--- config.mk ---
export PLATFORM = sky130hd
export DESIGN_NAME = password_lock_fsm
export DESIGN_NICKNAME = d
export VERILOG_FILES = /design/src/rtl/password_pkg.sv /design/src/rtl/pw_timer.sv /design/src/rtl/password_lock_fsm.sv
export SDC_FILE = /design/constraint.sdc
export NUM_CORES = 1
export LEC_CHECK = 0
export ABC_CLOCK_PERIOD_IN_PS = 8500
export CAP_MARGIN = 20
export CORE_MARGIN = 2
export CORE_UTILIZATION = 40
export DETAILED_ROUTE_END_ITERATION = 6
export PLACE_DENSITY_LB_ADDON = 0.05
export SLEW_MARGIN = 20
export SYNTH_ARGS = -nofsm -noshare
export SYNTH_HDL_FRONTEND = slang
export SYNTH_SLANG_ARGS = --single-unit
--- constraint.sdc ---
create_clock -name clk -period 8.5 [get_ports clk]
set_clock_uncertainty 0.05 [all_clocks]
set_input_delay 1.275 -clock clk [delete_from_list [all_inputs] [get_ports clk]]
set_output_delay 1.275 -clock clk [all_outputs]
set_load 0.05 [all_outputs]
--- src/rtl/password_pkg.sv ---
// Shared types and 7-segment glyphs for the keypad code lock.
package password_pkg;

  typedef enum logic [2:0] {
    ST_IDLE,
    ST_ENTRY,
    ST_OPEN,
    ST_FAIL,
    ST_LOCKOUT
  } state_t;

  localparam int unsigned SEG_W = 7;

  // Glyphs are active-high here (bit6=a ... bit0=g); the pads are active-low.
  localparam logic [SEG_W-1:0] GLYPH_P     = 7'b1100111;
  localparam logic [SEG_W-1:0] GLYPH_A     = 7'b1110111;
  localparam logic [SEG_W-1:0] GLYPH_S     = 7'b1011011;
  localparam logic [SEG_W-1:0] GLYPH_F     = 7'b1000111;
  localparam logic [SEG_W-1:0] GLYPH_I     = 7'b0110000;
  localparam logic [SEG_W-1:0] GLYPH_L     = 7'b0001110;
  localparam logic [SEG_W-1:0] GLYPH_DASH  = 7'b0000001;
  localparam logic [SEG_W-1:0] GLYPH_BLANK = 7'b0000000;

  // Convert an active-high glyph to the active-low pad level.
  function automatic logic [SEG_W-1:0] seg_drive(input logic [SEG_W-1:0] glyph);
    return ~glyph;
  endfunction

endpackage

--- src/rtl/pw_timer.sv ---
// Loadable down-counter that parks at zero; shared by timeout, open and lockout phases.
module pw_timer #(
  parameter int unsigned W = 8
) (
  input  logic         clk,
  input  logic         reset,
  input  logic         load,
  input  logic [W-1:0] load_val,
  output logic         zero_c
);

  logic [W-1:0] count;

  // Load has priority; otherwise count down and hold at zero.
  always_ff @(posedge clk or negedge reset) begin
    if (!reset) begin
      count <= '0;
    end else if (load) begin
      count <= load_val;
    end else if (count != '0) begin
      count <= count - W'(1);
    end
  end

  assign zero_c = (count == '0);

endmodule

--- src/rtl/password_lock_fsm.sv ---
// Keypad code-lock controller: digit entry, open/fail decision, lockout and display.
module password_lock_fsm
  import password_pkg::*;
#(
  parameter int unsigned               DIGITS      = 4,
  parameter int unsigned               DW          = 4,
  parameter logic [DIGITS*DW-1:0]      CODE        = 16'h1980,
  parameter int unsigned               MAX_FAIL    = 3,
  parameter int unsigned               TIMEOUT_CYC = 50_000_000,
  parameter int unsigned               OPEN_CYC    = 250_000_000,
  parameter int unsigned               LOCK_CYC    = 500_000_000
) (
  input  logic                         clk,
  input  logic                         reset,
  input  logic [DW-1:0]                digit_in,
  input  logic                         digit_valid,
  input  logic                         clear,
  output logic                         unlocked,
  output logic                         locked_out,
  output logic                         fail_pulse,
  output logic [$clog2(DIGITS+1)-1:0]  progress,
  output logic [6:0]                   seg3,
  output logic [6:0]                   seg2,
  output logic [6:0]                   seg1,
  output logic [6:0]                   seg0
);

  localparam int unsigned PW = $clog2(DIGITS + 1);
  localparam int unsigned FW = $clog2(MAX_FAIL + 1);
  localparam int unsigned MAX_CYC =
    (TIMEOUT_CYC > OPEN_CYC) ? ((TIMEOUT_CYC > LOCK_CYC) ? TIMEOUT_CYC : LOCK_CYC)
                             : ((OPEN_CYC > LOCK_CYC) ? OPEN_CYC : LOCK_CYC);
  localparam int unsigned TW = ($clog2(MAX_CYC) < 1) ? 1 : $clog2(MAX_CYC);

  // Phases last N cycles from the loading edge, so the counter is loaded with N-1
  // and the exit happens on the edge after it reads zero.
  localparam logic [TW-1:0] LD_TIMEOUT = TW'(TIMEOUT_CYC - 1);
  localparam logic [TW-1:0] LD_OPEN    = TW'(OPEN_CYC - 1);
  localparam logic [TW-1:0] LD_LOCK    = TW'(LOCK_CYC - 1);

  state_t                state_q, state_d;
  logic [PW-1:0]         progress_d;
  logic                  mismatch_q, mismatch_d;
  logic [FW-1:0]         fail_q, fail_d, fail_inc;
  logic                  digit_bad;
  logic                  tmr_load;
  logic [TW-1:0]         tmr_val;
  logic                  tmr_zero;
  logic                  unlocked_d, locked_out_d, fail_pulse_d;
  logic [3:0][SEG_W-1:0] seg_q, seg_d;

  // Expected code digit at entry position idx; first entered digit is the MS digit.
  function automatic logic [DW-1:0] code_digit(input logic [PW-1:0] idx);
    logic [DW-1:0] d;
    d = '0;
    for (int k = 0; k < int'(DIGITS); k++) begin
      if (idx == PW'(k)) d = CODE[(int'(DIGITS) - 1 - k) * int'(DW) +: DW];
    end
    return d;
  endfunction

  pw_timer #(.W(TW)) u_timer (
    .clk      (clk),
    .reset    (reset),
    .load     (tmr_load),
    .load_val (tmr_val),
    .zero_c   (tmr_zero)
  );

  // State, attempt bookkeeping and registered outputs.
  always_ff @(posedge clk or negedge reset) begin
    if (!reset) begin
      state_q    <= ST_IDLE;
      progress   <= '0;
      mismatch_q <= 1'b0;
      fail_q     <= '0;
      unlocked   <= 1'b0;
      locked_out <= 1'b0;
      fail_pulse <= 1'b0;
      seg_q      <= {4{seg_drive(GLYPH_BLANK)}};
    end else begin
      state_q    <= state_d;
      progress   <= progress_d;
      mismatch_q <= mismatch_d;
      fail_q     <= fail_d;
      unlocked   <= unlocked_d;
      locked_out <= locked_out_d;
      fail_pulse <= fail_pulse_d;
      seg_q      <= seg_d;
    end
  end

  // Next state, timer control and next output values.
  always_comb begin
    state_d    = state_q;
    progress_d = progress;
    mismatch_d = mismatch_q;
    fail_d     = fail_q;
    tmr_load   = 1'b0;
    tmr_val    = '0;
    digit_bad  = (digit_in != code_digit(progress));
    fail_inc   = (fail_q == FW'(MAX_FAIL)) ? fail_q : fail_q + FW'(1);
    seg_d      = {4{seg_drive(GLYPH_BLANK)}};

    unique case (state_q)
      ST_IDLE: begin
        if (clear) begin
          progress_d = '0;
        end else if (digit_valid) begin
          progress_d = PW'(1);
          mismatch_d = digit_bad;
          state_d    = ST_ENTRY;
          tmr_load   = 1'b1;
          tmr_val    = LD_TIMEOUT;
        end
      end
      ST_ENTRY: begin
        if (clear) begin
          progress_d = '0;
          state_d    = ST_IDLE;
        end else if (digit_valid) begin
          mismatch_d = mismatch_q | digit_bad;
          progress_d = progress + PW'(1);
          if (progress == PW'(DIGITS - 1)) begin
            if (mismatch_d) begin
              state_d = ST_FAIL;
            end else begin
              state_d  = ST_OPEN;
              fail_d   = '0;
              tmr_load = 1'b1;
              tmr_val  = LD_OPEN;
            end
          end else begin
            tmr_load = 1'b1;
            tmr_val  = LD_TIMEOUT;
          end
        end else if (tmr_zero) begin
          progress_d = '0;
          state_d    = ST_IDLE;
        end
      end
      ST_OPEN: begin
        if (clear || tmr_zero) begin
          progress_d = '0;
          state_d    = ST_IDLE;
        end
      end
      ST_FAIL: begin
        fail_d     = fail_inc;
        progress_d = '0;
        if (fail_inc == FW'(MAX_FAIL)) begin
          state_d  = ST_LOCKOUT;
          tmr_load = 1'b1;
          tmr_val  = LD_LOCK;
        end else begin
          state_d = ST_IDLE;
        end
      end
      ST_LOCKOUT: begin
        if (tmr_zero) begin
          fail_d  = '0;
          state_d = ST_IDLE;
        end
      end
      default: begin
        progress_d = '0;
        state_d    = ST_IDLE;
      end
    endcase

    unlocked_d   = (state_d == ST_OPEN);
    locked_out_d = (state_d == ST_LOCKOUT);
    fail_pulse_d = (state_d == ST_FAIL);

    unique case (state_d)
      ST_OPEN: begin
        seg_d = {seg_drive(GLYPH_P), seg_drive(GLYPH_A),
                 seg_drive(GLYPH_S), seg_drive(GLYPH_S)};
      end
      ST_FAIL, ST_LOCKOUT: begin
        seg_d = {seg_drive(GLYPH_F), seg_drive(GLYPH_A),
                 seg_drive(GLYPH_I), seg_drive(GLYPH_L)};
      end
      default: begin
        for (int k = 0; k < 4; k++) begin
          seg_d[k] = (PW'(k) < progress_d) ? seg_drive(GLYPH_DASH) : seg_drive(GLYPH_BLANK);
        end
      end
    endcase
  end

  assign seg3 = seg_q[3];
  assign seg2 = seg_q[2];
  assign seg1 = seg_q[1];
  assign seg0 = seg_q[0];

endmodule

run_1/clk_routes.png
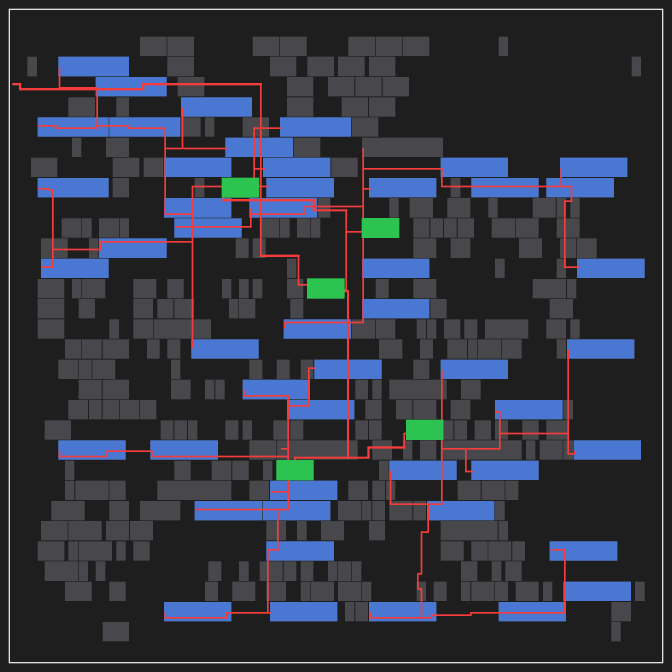
[clock drivers] green | count: 5
[flip-flops] blue | count: 48
[clock wires] red | length: 639 µm
routed clock nets: 6
flops lie: spread over the die

run_1/clocks.png
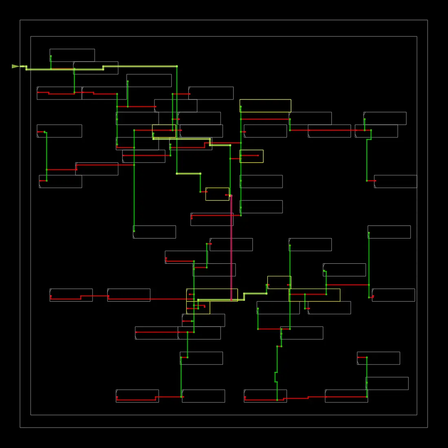
clk pwr: 228 µW
cts bufs inserted: 5
seq_cells: 48
number of clock sinks: 48
CLK BUF: 5

run_1/placement_by_type.png
Bar = 20 µm.
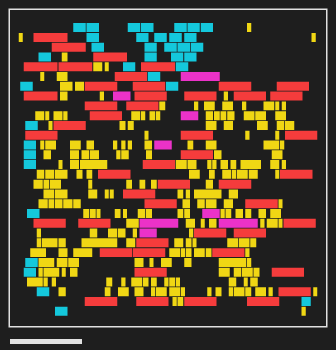
[other buffers and delay cells] cyan | cells: 36 | share of their area: 11%
[flops] red | cells: 48 | share of their area: 39%
[clock drivers and dummy loads] magenta | cells: 8 | share of their area: 5.1%
[combinational and other logic] yellow | cells: 217 | share of their area: 45%

==> metrics.yaml, run 1 <==
synth:
  yosys-stat-area_mm2: 0.002813
  ff_type: "dfrtp_1"
  xor_area_share_pct: 7.785
  ys_seq_share_pct: 43.02
  yosysTopAreaCell: "dfrtp_1"
  synth-simple-area-share_pct: 23.13
  synthAoiAreaFrac_pct: 13.83
  ys_sh_adder_pct: 2.669
  synth.avg_cell_area_um2: 9.666
  common_cells: "dfrtp_1 (41), nor2_1 (27), nand2_1 (26)"
placement:
  portBuffers: 36
  place.gp.congestion: 0.7415
  placed_cells: 397
route:
  drc: 0
  via_per_inst: 4.983
  first_pass_iters: 4
  final_antenna_net_count: 0
  drt_iter0_markers: 70
  num_vias: 2018
clocking:
  htree_levels: 2
  clkTransAtPathRegs_ns: 0.09
  clock_latency_ns: 0.30
  root_buffer: "clkbuf_8"
status:
  outcome: "complete, no violations"
sta:
  min_period_ns: 3.734
  finalClockPeriodUsage_pct: 43.93
  setup_violations: 0
  fin_tns_setup_ns: 0
  max_freq_ghz: 0.2678
grt:
  grt_pass1_vias: 1923
  grt_pass1_wl_um: 9522
finish:
  nonClkBufAreaFrac_pct: 11.01
  lay_top_cells: "dfrtp_1 (41), clkdlybuf4s50_1 (35), nor2_1 (27)"
  comb_area_mm2: 0.001363
  inv_count: 10
  fillers: 660
  sh_comb_area_pct: 41.93
  regArea_mm2: 0.001210
  final-instance-count-excl-fill: 405
  drive_above_1_share_pct: 10.36
die:
  io_pins: 42
  tapCellCount: 96
  initial_core_util_pct: 41.40
  rows: 30
critical_path:
  start_kind: "input pin"
  regToRegEndpoint: "seg0[0]"
  crit_path_start: "digit_valid"
  crit_fanout: 15
  required_ns: 8.61
  endpoint_kind: "flip-flop"
  r2r_setup_slack_ns: 5.25
  cp.arrival_ns: 3.84
pwr:
  p_seq_share_pct: 46.5
  p_total_uw: 549.9
  pwr-share-comb_pct: 12.0
  power.share.switching_pct: 24.82
  p_per_area_mw_per_mm2: 169.2
run:
  drv_cap: 0
  stage_log_warnings: 29
hold_path:
  min-delay-start: "fail_q[0]"
run 1: through the flow:
stage / cell area (µm²) / setup slack, ns / hold slack (ns)
after floorplan: 2828 / 5.296 / 0.4255
after global placement: 3088 / 4.487 / 0.4517
after detailed placement: 3088 / 4.458 / 0.4564
after CTS: 3247 / 4.775 / 0.4771
after global routing: 3249 / 4.593 / 0.5033
final: 3249 / 4.766 / 0.4684
run 1: critical path, stage by stage:
cell and delay (ns):
clkdlybuf4s50_1 0.61, or4b_1 0.59, or3_1 0.43, a2111oi_4 0.45
nor3_2 0.24, a21oi_1 0.19, a21oi_1 0.05
run 1: power by group through the flow:
| stage | clock network [mW] | logic (mW) | registers, mW |
|---|---|---|---|
| floorplan | 0 | 0.0435 | 0.263 |
| global placement | 0 | 0.0668 | 0.260 |
| detailed placement | 0 | 0.0667 | 0.260 |
| CTS | 0.233 | 0.0672 | 0.256 |
| global route | 0.243 | 0.0741 | 0.259 |
| finish | 0.228 | 0.0661 | 0.256 |
run 1: logic make-up (layout without fill, tap and decap cells):
kind of cell	after synthesis	in the layout
adder cells (fa/ha/maj)	6	6
buffers and inverters	40	54
other	1	5
AND/OR/NAND/NOR	116	116
AND-OR/OR-AND	54	54
multiplexers	1	1
flip-flops	48	48
XOR/XNOR	25	25
run 1: routing by layer:
| layer | global-route usage, % | vias up | wire length [µm] |
|---|---|---|---|
| met4 | 4.895 | 0 | 53 |
| li1 | - | 1029 | - |
| met3 | 2.545 | 4 | 157 |
| met5 | 0 | - | 0 |
| met2 | 25.28 | 34 | 2651 |
| met1 | 21.78 | 951 | 2928 |
run 1: registers in the layout, summed over array words and instances (netlist names), 2 cells and up:
| signal | count |
|---|---|
| seg0 | 4 |
| fail_q | 2 |
| progress | 3 |
| u_timer.count | 29 |
| state_q | 3 |
run_1/sizes.png
Bar = 20 µm.
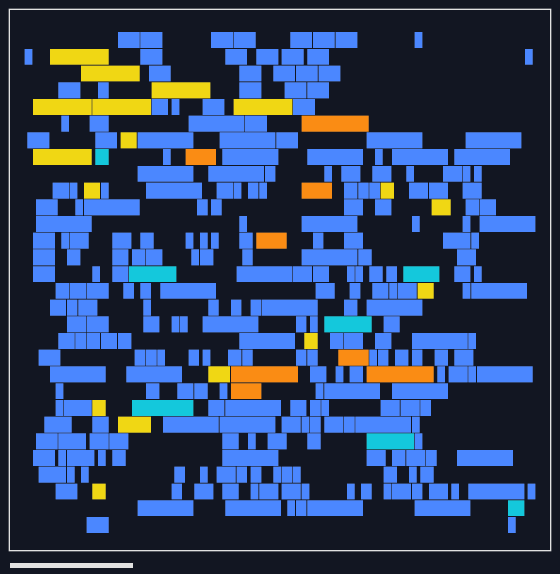

==> run 2, diff against run 1 <==
--- a/config.mk
+++ b/config.mk
@@ -5,7 +5,7 @@
 export SDC_FILE = /design/constraint.sdc
 export NUM_CORES = 1
 export LEC_CHECK = 0
-export ABC_CLOCK_PERIOD_IN_PS = 8500
+export ABC_CLOCK_PERIOD_IN_PS = 3200
 export CAP_MARGIN = 20
 export CORE_MARGIN = 2
 export CORE_UTILIZATION = 40
==> constraint.sdc (replaced) <==
create_clock -name clk -period 3.2 [get_ports clk]
set_clock_uncertainty 0.05 [all_clocks]
set_input_delay 0.48 -clock clk [delete_from_list [all_inputs] [get_ports clk]]
set_output_delay 0.48 -clock clk [all_outputs]
set_load 0.05 [all_outputs]
run_2/sizes.png
Bar = 20 µm.
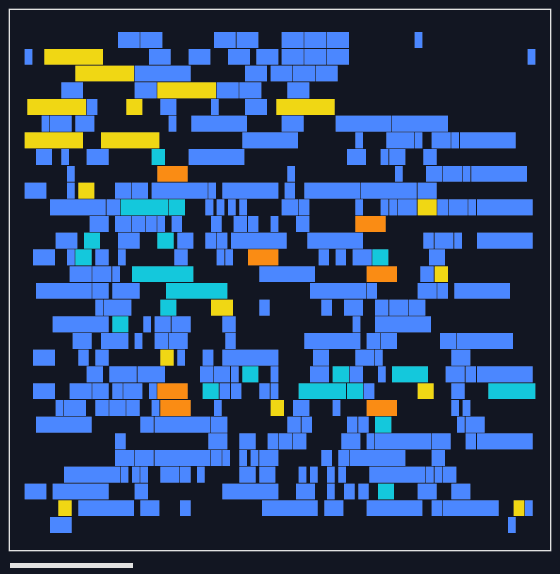
[_2 cells] yellow | cells: 17 | share: 5.3%
[_6 and larger] orange | cells: 7 | share: 2.2%
[_0 and _1 cells] blue | cells: 278 | share: 86%
[_3 and _4 cells] cyan | cells: 20 | share: 6.2%

==> run 2 against run 1 <==
  * Utilization up 0.72 points
  * Critical path depth up 1
  * Sequential share of layout area down 0.55 points
  * Critical endpoint is now seg0[0]
  * Via count up 4.5%
  * Hold slack worse by 0.35 ns
  * Cell count up 3.2%
  * Total power up 130%
  * Die size unchanged
==> metrics.yaml, run 2 <==
synth:
  ys_types: 66
  synth_flops: 48
  xor_area_share_pct: 7.785
  ff_type: "dfrtp_1"
  synth.avg_cell_area_um2: 9.666
  yosysTopAreaCell: "dfrtp_1"
  yosys-stat-area_mm2: 0.002813
  common_cells: "dfrtp_1 (41), nor2_1 (27), nand2_1 (26)"
  synthArstFlopShare_pct: 100.0
  ys_sh_adder_pct: 2.669
  synthAoiAreaFrac_pct: 13.83
run:
  stage_log_warnings: 29
  drv_cap: 0
placement:
  placed_cells: 410
  post-place-ws_ns: 0.2047
  place.gp.congestion: 0.7730
  dp_hpwl_um: 4578
  portBuffers: 36
  place_area_mm2: 0.003186
clocking:
  clkTransAtPathRegs_ns: 0.09
  clock-sinks: 48
  root_buffer: "clkbuf_8"
  htree_levels: 2
sta:
  finalClockPeriodUsage_pct: 93.09
  max_freq_ghz: 0.3357
  min_period_ns: 2.979
  hold_viol: 0
  setup_violations: 0
  fin_tns_setup_ns: 0
  max_slew_margin_pct: 55.52
  holdWs_ns: 0.1224
  fin_ws_ns: 0.2213
grt:
  grt_overflow_total: 0
  grt_pass1_wl_um: 10550
  grt_pass1_vias: 2120
finish:
  regArea_mm2: 0.001210
  regMostFlops: "u_timer.count"
  postLayoutCellArea_mm2: 0.003298
  fillers: 635
  final_util_pct: 48.55
  drive_above_1_share_pct: 13.66
  comb_area_mm2: 0.001375
  largest_reg_flops: 29
  final-instance-count-excl-fill: 418
  lay_top_cells: "dfrtp_1 (41), clkdlybuf4s50_1 (35), nor2_1 (27)"
die:
  io_pins: 42
  die_w_um: 87.86
  rows: 30
  initial_core_util_pct: 41.40
critical_path:
  crit_fanout: 7
  cp.arrival_ns: 3.16
  r2r_setup_slack_ns: 0.22
  required_ns: 3.38
  start_kind: "flip-flop"
  endpoint_kind: "flip-flop"
route:
  drt_iter0_markers: 98
  final_antenna_net_count: 0
  first_pass_iters: 4
  via_per_inst: 5.045
  drc: 0
  wl_per_cell_um: 14.78
  num_vias: 2109
status:
  outcome: "complete, no violations"
pwr:
  p_total_mw: 1.272
  p_per_area_mw_per_mm2: 385.6
run_2/clocks.png
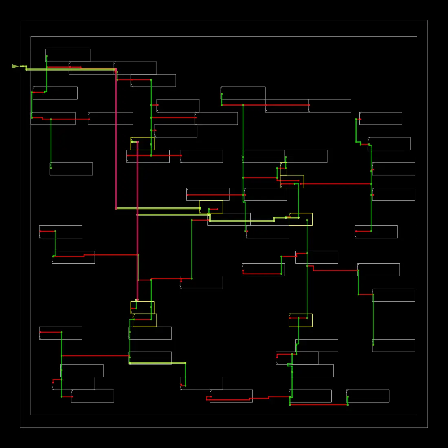
clk pwr: 404 µW
clk ins delay skew pair: 0.30 ns
CLK BUF: 8

==> run 2: cell counts after synthesis <==
Identical to the previous run, type by type.
==> run 2: layout make-up <==
class | instances | area share, %
tap | 96 | 3.642
inverter | 10 | 1.214
sequential | 48 | 36.68
clock buffer | 8 | 3.035
timing repair buffer | 49 | 13.73
multi-input combinational | 207 | 41.69
==> run 2: kinds of logic (layout without fill, tap and decap cells) <==
family	Yosys count	count (layout)
mux	1	1
simple gates	116	116
fa+ha+maj	6	6
compound gates	54	54
other cells	1	5
flops	48	48
buf+inv	40	67
xor+xnor	25	25
==> run 2: metal layers <==
metal,share of wire [%],wire [µm],vias up,GRT usage [%]
li1,-,-,1062,-
met1,49,3058,999,24.82
met2,46,2840,40,28.10
met3,3.0,187,8,3.016
met4,1.5,91,0,5.315
met5,0,0,-,0
==> run 2: critical path, cell delays in order (launching register included) <==
cell	delay (ns)
dfrtp_1	0.45
ha_1	0.21
ha_1	0.21
or2_2	0.33
or3b_1	0.45
a2111oi_4	0.43
nor3b_1	0.23
o21ai_1	0.19
a221o_1	0.35
==> run 2: worst paths after layout <==
kind	depth (start not counted)	start	end
worst max-delay path	8	progress[1]	seg0[0]
worst min-delay path	1	reset	u_timer.count[12]
worst max register to register	8	progress[1]	seg0[0]
worst min register to register	2	u_timer.count[23]	u_timer.count[23]
max in group asynchronous	2	reset	seg0[4]
min in group clk	2	u_timer.count[23]	u_timer.count[23]
==> run 2: timing repair <==
item / in CTS / in global routing
resized: 0 / 1
buffers inserted: 0 / 0
endpoints found under the hold margin: 0 / 0
endpoints found under the setup margin: 0 / 1
==> run 2: where the power goes <==
part / total (mW) / switching [mW] / internal [mW]
logic: 0.190 / 0.115 / 0.0749
registers: 0.678 / 0.0367 / 0.641
clock network: 0.404 / 0.206 / 0.198
total: 1.27 / 0.358 / 0.914
run_2/io_placement.png
Pins as bars across the die edge, other pins in gray.
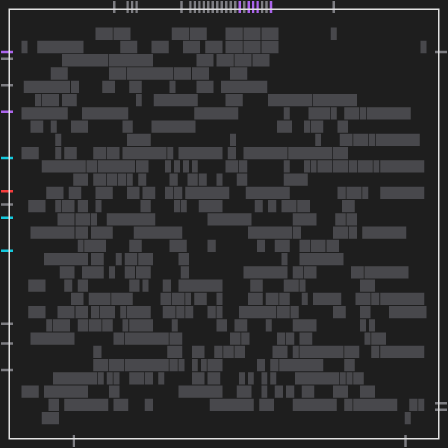

==> run 3, diff against run 2 <==
==> constraint.sdc (replaced) <==
create_clock -name clk -period 3.2 [get_ports clk]
set_clock_uncertainty 0.05 [all_clocks]
set_input_delay 0.48 -clock clk [delete_from_list [all_inputs] [get_ports clk]]
set_output_delay 0.48 -clock clk [all_outputs]
set_load 0.005 [all_outputs]
run_3/io_placement.png
Pins as bars across the die edge, other pins in gray.
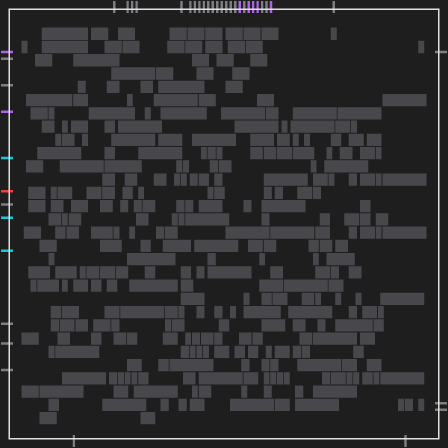
[`seg2`] purple | pins: 7 | direction: output | edge: 5 top, 2 left
[`progress`] cyan | pins: 3 | direction: output | edge: left
[`digit_valid`] red | pins: 1 | direction: input | edge: left
all pins by edge: 25 top, 12 left, 3 right, 2 bottom

run_3/clk_routes.png
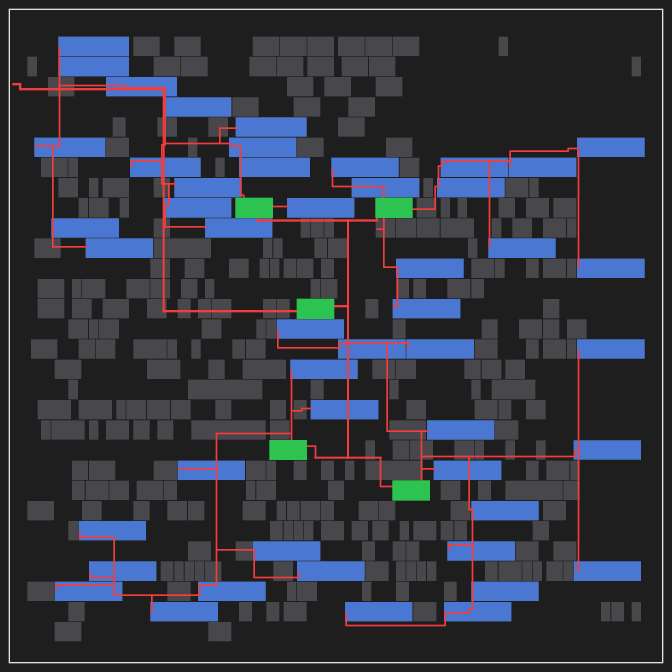
[flip-flops] blue | count: 48
[clock wires] red | length: 607 µm
[clock drivers] green | count: 5
routed clock nets: 6
flops lie: spread over the die

==> run 3 against run 2 <==
  * Worst setup slack improved by 0.033 ns
  * Synthesized cell count unchanged
  * Critical path depth unchanged
  * Sequential power about the same
  * Non-clock buffer count unchanged
  * Hold slack gained 0.056 ns
  * Area after synthesis did not move
  * Clock power fell by 5.0%
  * Utilization up 0.055 points
  * Sequential share of layout area about the same
  * Largest power group unchanged
==> metrics.yaml, run 3 <==
finish:
  largest_reg_flops: 29
  fillers: 638
  lay_top_cells: "dfrtp_1 (41), clkdlybuf4s50_1 (35), nor2_1 (27)"
run:
  drv_cap: 0
  stage_log_warnings: 29
die:
  rows: 30
  die_w_um: 87.86
synth:
  common_cells: "dfrtp_1 (41), nor2_1 (27), nand2_1 (26)"
  xor_area_share_pct: 7.785
  ff_type: "dfrtp_1"
  ys_sh_adder_pct: 2.669
  ys_seq_share_pct: 43.02
  synth_flops: 48
  synth-simple-area-share_pct: 23.13
  yosysTopAreaCell: "dfrtp_1"
  synth.avg_cell_area_um2: 9.666
sta:
  hold_viol: 0
  max_slew_margin_pct: 50.19
  max_freq_ghz: 0.3395
  setup_violations: 0
pwr:
  p_seq_share_pct: 55.5
  clkPwrFrac_pct: 31.4
  pwr-share-comb_pct: 13.1
  p_sw_uw: 330.3
  internal-power_uw: 892.0
  p_per_area_mw_per_mm2: 370.2
  power.share.switching_pct: 27.03
  seq-power_uw: 678
  p_clk_uw: 384
critical_path:
  crit_family: "simple AND/OR/NAND/NOR gates"
  crit_buf_inv: 0
  cpPeakStageDelay_ns: 0.46
grt:
  grt_pass1_vias: 1987
  grt_overflow_total: 0
  grt_pass1_wl_um: 10430
route:
  first_pass_iters: 4
  final_antenna_net_count: 0
  wl_per_cell_um: 14.98
placement:
  dp_hpwl_um: 4628
  place.gp.congestion: 0.8227
  post-place-ws_ns: 0.1726
status:
  outcome: "complete, no violations"
clocking:
  clkTransAtPathRegs_ns: 0.10
## run 3: metal layers
metal,up-vias,global-route usage [%],routed length [µm]
met5,-,0,0
met4,0,4.196,61
met3,5,2.922,163
met2,37,26.58,2865
met1,1016,25.98,3172
li1,1056,-,-
## run 3: layout make-up
class | count | area (µm²) | share of cell area [%]
repair buffers | 49 | 452.9 | 13.72
multi-input cells | 207 | 1381 | 41.83
flip-flops and latches | 48 | 1210 | 36.64
inverters | 10 | 40.04 | 1.213
clock buffers | 6 | 82.58 | 2.501
well taps | 96 | 120.1 | 3.638
clock inverters | 2 | 15.01 | 0.4547
## run 3: final timing paths
check / cells past startpoint / from / end / slack (ns)
setup / recovery: 8 / progress[0] / seg0[0] / 0.25
hold / removal: 1 / reset / u_timer.count[13] / 0.18
setup reg to reg: 8 / progress[0] / seg0[0] / 0.25
hold reg to reg: 2 / fail_q[0] / fail_q[1] / 0.48
max in group asynchronous: 2 / reset / seg0[0] / 2.14
min in group clk: 2 / fail_q[0] / fail_q[1] / 0.48
## run 3: kinds of logic (layout without fill, tap and decap cells)
logic type	Yosys count	after routing
other	1	5
xor gates and xnor gates	25	25
buffers and inverters	40	67
and+or+nand+nor	116	116
DFF	48	48
AOI/OAI and AO/OA	54	54
adders and majority gates	6	6
muxes	1	1
## run 3: metrics by stage
| step | total power [mW] | instances | utilization [%] |
|---|---|---|---|
| after CTS | 1.238 | 418 | 48.32 |
| after detailed placement | 0.8472 | 410 | 46.89 |
| after global routing | 1.289 | 418 | 48.60 |
| after global placement | 0.8455 | 410 | 46.89 |
| final | 1.222 | 418 | 48.60 |
| after floorplan | 0.7817 | 295 | - |
## run 3: what timing repair did
| item | in CTS | in global routing |
|---|---|---|
| setup buffers | 0 | 0 |
| gates resized | 0 | 2 |
| endpoints found under the setup margin | 0 | 1 |
Power and IR drop assume default switching activity.
